**src/rtl/booth_vector_sequencer_if.sv**
```systemverilog
// Start/Done handshake and status bundle between booth_vector_sequencer (master)
// and the Booth multiplier plus run control (slave).
interface booth_vector_sequencer_if #(
  parameter int unsigned N           = 8,
  parameter int unsigned NUM_VECTORS = 8
);
  localparam int unsigned P  = 2 * N;
  localparam int unsigned IW = (NUM_VECTORS > 1) ? $clog2(NUM_VECTORS) : 1;

  logic          Go;
  logic          Done;
  logic [P-1:0]  Product;
  logic          Start;
  logic [N-1:0]  Mplier;
  logic [N-1:0]  Mcand;
  logic [IW-1:0] VecIdx;
  logic [P-1:0]  Captured;
  logic          CapValid;
  logic          Busy;
  logic          RunDone;
  logic          TimedOut;
  logic [7:0]    ErrCount;
  logic          PassAll;

  modport master (
    input  Go, Done, Product,
    output Start, Mplier, Mcand, VecIdx, Captured, CapValid,
           Busy, RunDone, TimedOut, ErrCount, PassAll
  );

  modport slave (
    output Go, Done, Product,
    input  Start, Mplier, Mcand, VecIdx, Captured, CapValid,
           Busy, RunDone, TimedOut, ErrCount, PassAll
  );
endinterface

```
**src/rtl/booth_vector_sequencer.sv**
```systemverilog
// ROM-driven initiator for the Booth multiplier Start/Done handshake; vector ROM word i
// ({Mplier,Mcand}) is VEC_INIT[i*2N +: 2N]. Define SEQ_SELFCHECK_EN for on-chip product checking.
module booth_vector_sequencer #(
  parameter int unsigned N            = 8,
  parameter int unsigned NUM_VECTORS  = 8,
  parameter int unsigned START_CYCLES = 2,
  parameter int unsigned TIMEOUT      = 64,
  parameter logic [NUM_VECTORS*2*N-1:0] VEC_INIT = {
    16'hFFFF, 16'h7F80, 16'h01FF, 16'h8080,
    16'h0000, 16'h7F7F, 16'hFF80, 16'h0305
  }
) (
  input logic                      Clock,
  input logic                      Resetn,
  booth_vector_sequencer_if.master bus
);

  localparam int unsigned P    = 2 * N;
  localparam int unsigned IW   = (NUM_VECTORS > 1) ? $clog2(NUM_VECTORS) : 1;
  localparam int unsigned MAXC = (TIMEOUT > START_CYCLES) ? TIMEOUT : START_CYCLES;
  localparam int unsigned CW   = $clog2(MAXC) + 1;

  localparam logic [2:0] ST_IDLE    = 3'd0;
  localparam logic [2:0] ST_LOAD    = 3'd1;
  localparam logic [2:0] ST_SETUP   = 3'd2;
  localparam logic [2:0] ST_START   = 3'd3;
  localparam logic [2:0] ST_WAIT_HI = 3'd4;
  localparam logic [2:0] ST_WAIT_LO = 3'd5;
  localparam logic [2:0] ST_CAPTURE = 3'd6;
  localparam logic [2:0] ST_FINISH  = 3'd7;

  logic [2:0]    state_q, state_d;
  logic [CW-1:0] cnt_q, cnt_d;

  logic [IW-1:0] idx_d;
  logic [N-1:0]  mplier_d, mcand_d;
  logic [P-1:0]  captured_d;
  logic          cap_valid_d;
  logic [7:0]    err_d;
  logic          tout_d;
  logic          start_d, busy_d, run_done_d, pass_d;

  // Vector ROM unpacked from the flat parameter
  logic [P-1:0] rom [NUM_VECTORS];
  for (genvar g = 0; g < NUM_VECTORS; g++) begin : g_rom
    assign rom[g] = VEC_INIT[g*P +: P];
  end

`ifdef SEQ_SELFCHECK_EN
  // Reference product from the held operands; compared while Done is low
  logic signed [P-1:0] expected;
  logic                mismatch;
  assign expected = P'($signed(bus.Mplier)) * P'($signed(bus.Mcand));
  assign mismatch = (expected != $signed(bus.Product));
`endif

  // State and all registered outputs; reset clears everything at once
  always_ff @(posedge Clock or negedge Resetn) begin
    if (!Resetn) begin
      state_q      <= ST_IDLE;
      cnt_q        <= '0;
      bus.Start    <= 1'b0;
      bus.Mplier   <= '0;
      bus.Mcand    <= '0;
      bus.VecIdx   <= '0;
      bus.Captured <= '0;
      bus.CapValid <= 1'b0;
      bus.Busy     <= 1'b0;
      bus.RunDone  <= 1'b0;
      bus.TimedOut <= 1'b0;
      bus.ErrCount <= '0;
      bus.PassAll  <= 1'b0;
    end else begin
      state_q      <= state_d;
      cnt_q        <= cnt_d;
      bus.Start    <= start_d;
      bus.Mplier   <= mplier_d;
      bus.Mcand    <= mcand_d;
      bus.VecIdx   <= idx_d;
      bus.Captured <= captured_d;
      bus.CapValid <= cap_valid_d;
      bus.Busy     <= busy_d;
      bus.RunDone  <= run_done_d;
      bus.TimedOut <= tout_d;
      bus.ErrCount <= err_d;
      bus.PassAll  <= pass_d;
    end
  end

  // Next state and next output values; outputs are derived from the next state so they
  // line up with the state they describe
  always_comb begin
    state_d     = state_q;
    cnt_d       = cnt_q;
    idx_d       = bus.VecIdx;
    mplier_d    = bus.Mplier;
    mcand_d     = bus.Mcand;
    captured_d  = bus.Captured;
    cap_valid_d = 1'b0;
    err_d       = bus.ErrCount;
    tout_d      = bus.TimedOut;

    case (state_q)
      ST_IDLE: begin
        if (bus.Go) begin
          idx_d   = '0;
          err_d   = '0;
          tout_d  = 1'b0;
          state_d = ST_LOAD;
        end
      end

      ST_LOAD: begin
        {mplier_d, mcand_d} = rom[bus.VecIdx];
        state_d             = ST_SETUP;
      end

      ST_SETUP: begin
        cnt_d   = '0;
        state_d = ST_START;
      end

      ST_START: begin
        if (cnt_q == CW'(START_CYCLES - 1)) begin
          cnt_d   = '0;
          state_d = ST_WAIT_HI;
        end else begin
          cnt_d = cnt_q + CW'(1);
        end
      end

      ST_WAIT_HI: begin
        if (bus.Done) begin
          cnt_d   = '0;
          state_d = ST_WAIT_LO;
        end else if (cnt_q == CW'(TIMEOUT - 1)) begin
          tout_d  = 1'b1;
          state_d = ST_FINISH;
        end else begin
          cnt_d = cnt_q + CW'(1);
        end
      end

      // Product is sampled on the first Done-low cycle and lands in Captured with CapValid
      ST_WAIT_LO: begin
        if (!bus.Done) begin
          captured_d  = bus.Product;
          cap_valid_d = 1'b1;
`ifdef SEQ_SELFCHECK_EN
          if (mismatch && (bus.ErrCount != 8'hFF)) begin
            err_d = bus.ErrCount + 8'd1;
          end
`endif
          state_d = ST_CAPTURE;
        end else if (cnt_q == CW'(TIMEOUT - 1)) begin
          tout_d  = 1'b1;
          state_d = ST_FINISH;
        end else begin
          cnt_d = cnt_q + CW'(1);
        end
      end

      ST_CAPTURE: begin
        if (bus.VecIdx == IW'(NUM_VECTORS - 1)) begin
          state_d = ST_FINISH;
        end else begin
          idx_d   = bus.VecIdx + IW'(1);
          state_d = ST_LOAD;
        end
      end

      ST_FINISH: begin
        if (!bus.Go) begin
          state_d = ST_IDLE;
        end
      end

      default: state_d = ST_IDLE;
    endcase

    start_d    = (state_d == ST_START);
    busy_d     = (state_d != ST_IDLE) && (state_d != ST_FINISH);
    run_done_d = (state_d == ST_FINISH);
`ifdef SEQ_SELFCHECK_EN
    pass_d     = run_done_d && !tout_d && (err_d == 8'd0);
`else
    pass_d     = run_done_d && !tout_d;
`endif
  end

endmodule

```
**src/flat_wrapper.sv**
```systemverilog
// flat-port wrapper written by rule: the top's interface ports become plain ports
module booth_vector_sequencer_flat 
#(
  parameter int unsigned N            = 8,
  parameter int unsigned NUM_VECTORS  = 8,
  parameter int unsigned START_CYCLES = 2,
  parameter int unsigned TIMEOUT      = 64,
  parameter logic [NUM_VECTORS*2*N-1:0] VEC_INIT = {
    16'hFFFF, 16'h7F80, 16'h01FF, 16'h8080,
    16'h0000, 16'h7F7F, 16'hFF80, 16'h0305
  }
)
  (Clock, Resetn, bus_Go, bus_Done, bus_Product, bus_Start, bus_Mplier, bus_Mcand, bus_VecIdx, bus_Captured, bus_CapValid, bus_Busy, bus_RunDone, bus_TimedOut, bus_ErrCount, bus_PassAll);
  booth_vector_sequencer_if #(.N(N), .NUM_VECTORS(NUM_VECTORS)) bus_i ();
  input logic Clock;
  input logic Resetn;
  input wire logic [$bits(bus_i.Go)-1:0] bus_Go;
  input wire logic [$bits(bus_i.Done)-1:0] bus_Done;
  input wire logic [$bits(bus_i.Product)-1:0] bus_Product;
  output wire logic [$bits(bus_i.Start)-1:0] bus_Start;
  output wire logic [$bits(bus_i.Mplier)-1:0] bus_Mplier;
  output wire logic [$bits(bus_i.Mcand)-1:0] bus_Mcand;
  output wire logic [$bits(bus_i.VecIdx)-1:0] bus_VecIdx;
  output wire logic [$bits(bus_i.Captured)-1:0] bus_Captured;
  output wire logic [$bits(bus_i.CapValid)-1:0] bus_CapValid;
  output wire logic [$bits(bus_i.Busy)-1:0] bus_Busy;
  output wire logic [$bits(bus_i.RunDone)-1:0] bus_RunDone;
  output wire logic [$bits(bus_i.TimedOut)-1:0] bus_TimedOut;
  output wire logic [$bits(bus_i.ErrCount)-1:0] bus_ErrCount;
  output wire logic [$bits(bus_i.PassAll)-1:0] bus_PassAll;
  assign bus_i.Go = bus_Go;
  assign bus_i.Done = bus_Done;
  assign bus_i.Product = bus_Product;
  assign bus_Start = bus_i.Start;
  assign bus_Mplier = bus_i.Mplier;
  assign bus_Mcand = bus_i.Mcand;
  assign bus_VecIdx = bus_i.VecIdx;
  assign bus_Captured = bus_i.Captured;
  assign bus_CapValid = bus_i.CapValid;
  assign bus_Busy = bus_i.Busy;
  assign bus_RunDone = bus_i.RunDone;
  assign bus_TimedOut = bus_i.TimedOut;
  assign bus_ErrCount = bus_i.ErrCount;
  assign bus_PassAll = bus_i.PassAll;
  booth_vector_sequencer #(.N(N), .NUM_VECTORS(NUM_VECTORS), .START_CYCLES(START_CYCLES), .TIMEOUT(TIMEOUT), .VEC_INIT(VEC_INIT)) u_core (.Clock(Clock), .Resetn(Resetn), .bus(bus_i));
endmodule
```
**config.mk**
```make
export PLATFORM = sky130hd
export DESIGN_NAME = booth_vector_sequencer_flat
export DESIGN_NICKNAME = d
export VERILOG_FILES = /design/src/rtl/booth_vector_sequencer_if.sv /design/src/rtl/booth_vector_sequencer.sv /design/src/flat_wrapper.sv
export SDC_FILE = /design/constraint.sdc
export NUM_CORES = 1
export LEC_CHECK = 0
export ABC_AREA = 1
export CORE_ASPECT_RATIO = 0.6
export CORE_UTILIZATION = 35
export DETAILED_ROUTE_END_ITERATION = 12
export GPL_TIMING_DRIVEN = 0
export MAX_ROUTING_LAYER = met4
export PLACE_DENSITY_LB_ADDON = 0.2
export SLEW_MARGIN = 20
export SYNTH_ARGS = -nofsm -noshare
export SYNTH_HDL_FRONTEND = slang
export SYNTH_SLANG_ARGS = --single-unit
```
**constraint.sdc**
```tcl
create_clock -name Clock -period 1.85 [get_ports Clock]
set_clock_uncertainty 0.05 [all_clocks]
set_input_delay 0.4625 -clock Clock [delete_from_list [all_inputs] [get_ports Clock]]
set_output_delay 0.4625 -clock Clock [all_outputs]
set_load 0.02 [all_outputs]
```
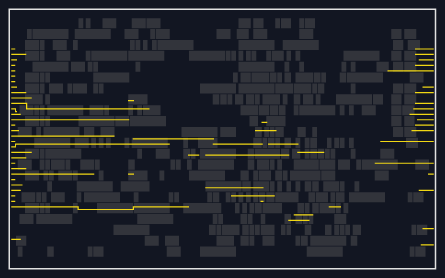
Figure 1: met3 routing.
Scale: 4 px per um.
wire length on this layer: 457 um
longest straight run: 38.4 um

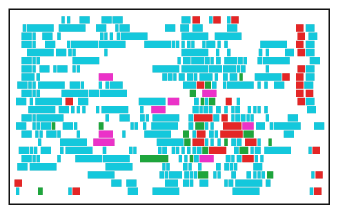
Figure 2: cells by drive strength.
Scale: 3 px per um.
| size | colour | cells | share | most used |
|---|---|---|---|---|
| drive 1 or less | cyan | 294 | 83% | nand2_1 |
| drive 6 and up | magenta | 8 | 2.3% | clkbuf_8 |
| drive 2 | green | 20 | 5.7% | inv_2 |
| drive 3 to 4 | red | 31 | 8.8% | buf_4 |

==> flow_metrics.tcl <==
# collected from the flow reports
set metrics [dict create \
    worst-r2r-setup-slack_ns 0.15 \
    regMostFlops "u_core.bus.Captured" \
    topCombFamilyByArea "simple AND/OR/NAND/NOR gates" \
    yosys_area_sq_um 2280 \
    fin_ws_ns 0.0476 \
    drive_above_1_share 0.167 \
    cp-end-kind "output port" \
    die_area_sq_um 6850 \
    total_power_mw 4.21 \
    nMultiInputCombCells 189 \
    hold_violations 0 \
    power_frac_seq 0.325 \
    xor_area_frac 0.00769 \
    status "finished, final reports clean" \
    vdd_drop_max_uv 516 \
    cts_root_buf "clkbuf_8" \
    wl_met3_um 457 \
    syn_inst 276 \
    cts_tree "built" \
    wl_met2_um 1820 \
    hold_path_class "input pin to asynchronous set/reset pin" \
    cts_setup_buffers 1 \
    buf_share 0.247 \
]
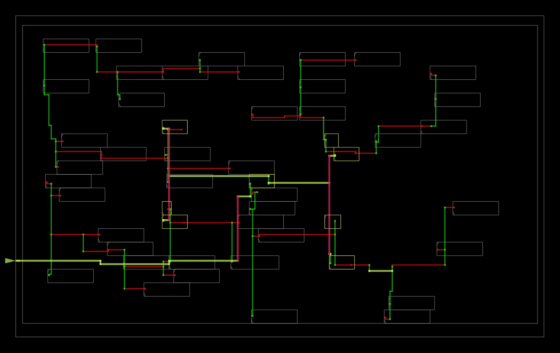
Figure 3: clock wiring as the flow saved it.
# clock sinks: 42
Latency at later pin: 0.30 ns
clk pwr: 0.603 mW
number of CTS-inserted buffers: 5

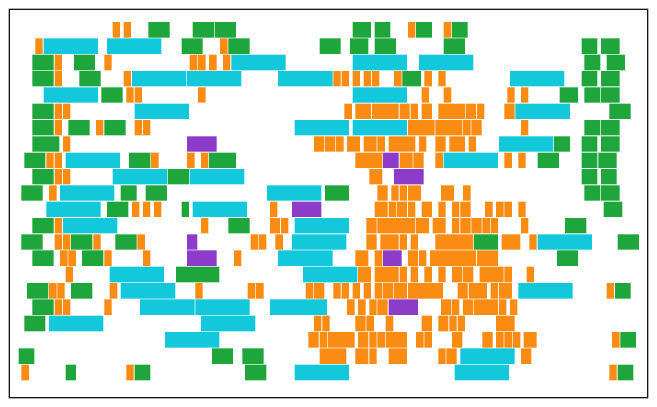
Figure 4: placement by cell class.
Scale: 6 px per um.
| class | colour | cells |
|---|---|---|
| all other logic | orange | 220 |
| other buffers and delay cells | green | 83 |
| flip-flops | cyan | 42 |
| clock drivers and dummy loads | purple | 8 |
FP Rows: 22
final instance area: 3120 sq um

Power figures rest on the tool's default switching activity, not on a simulated workload.
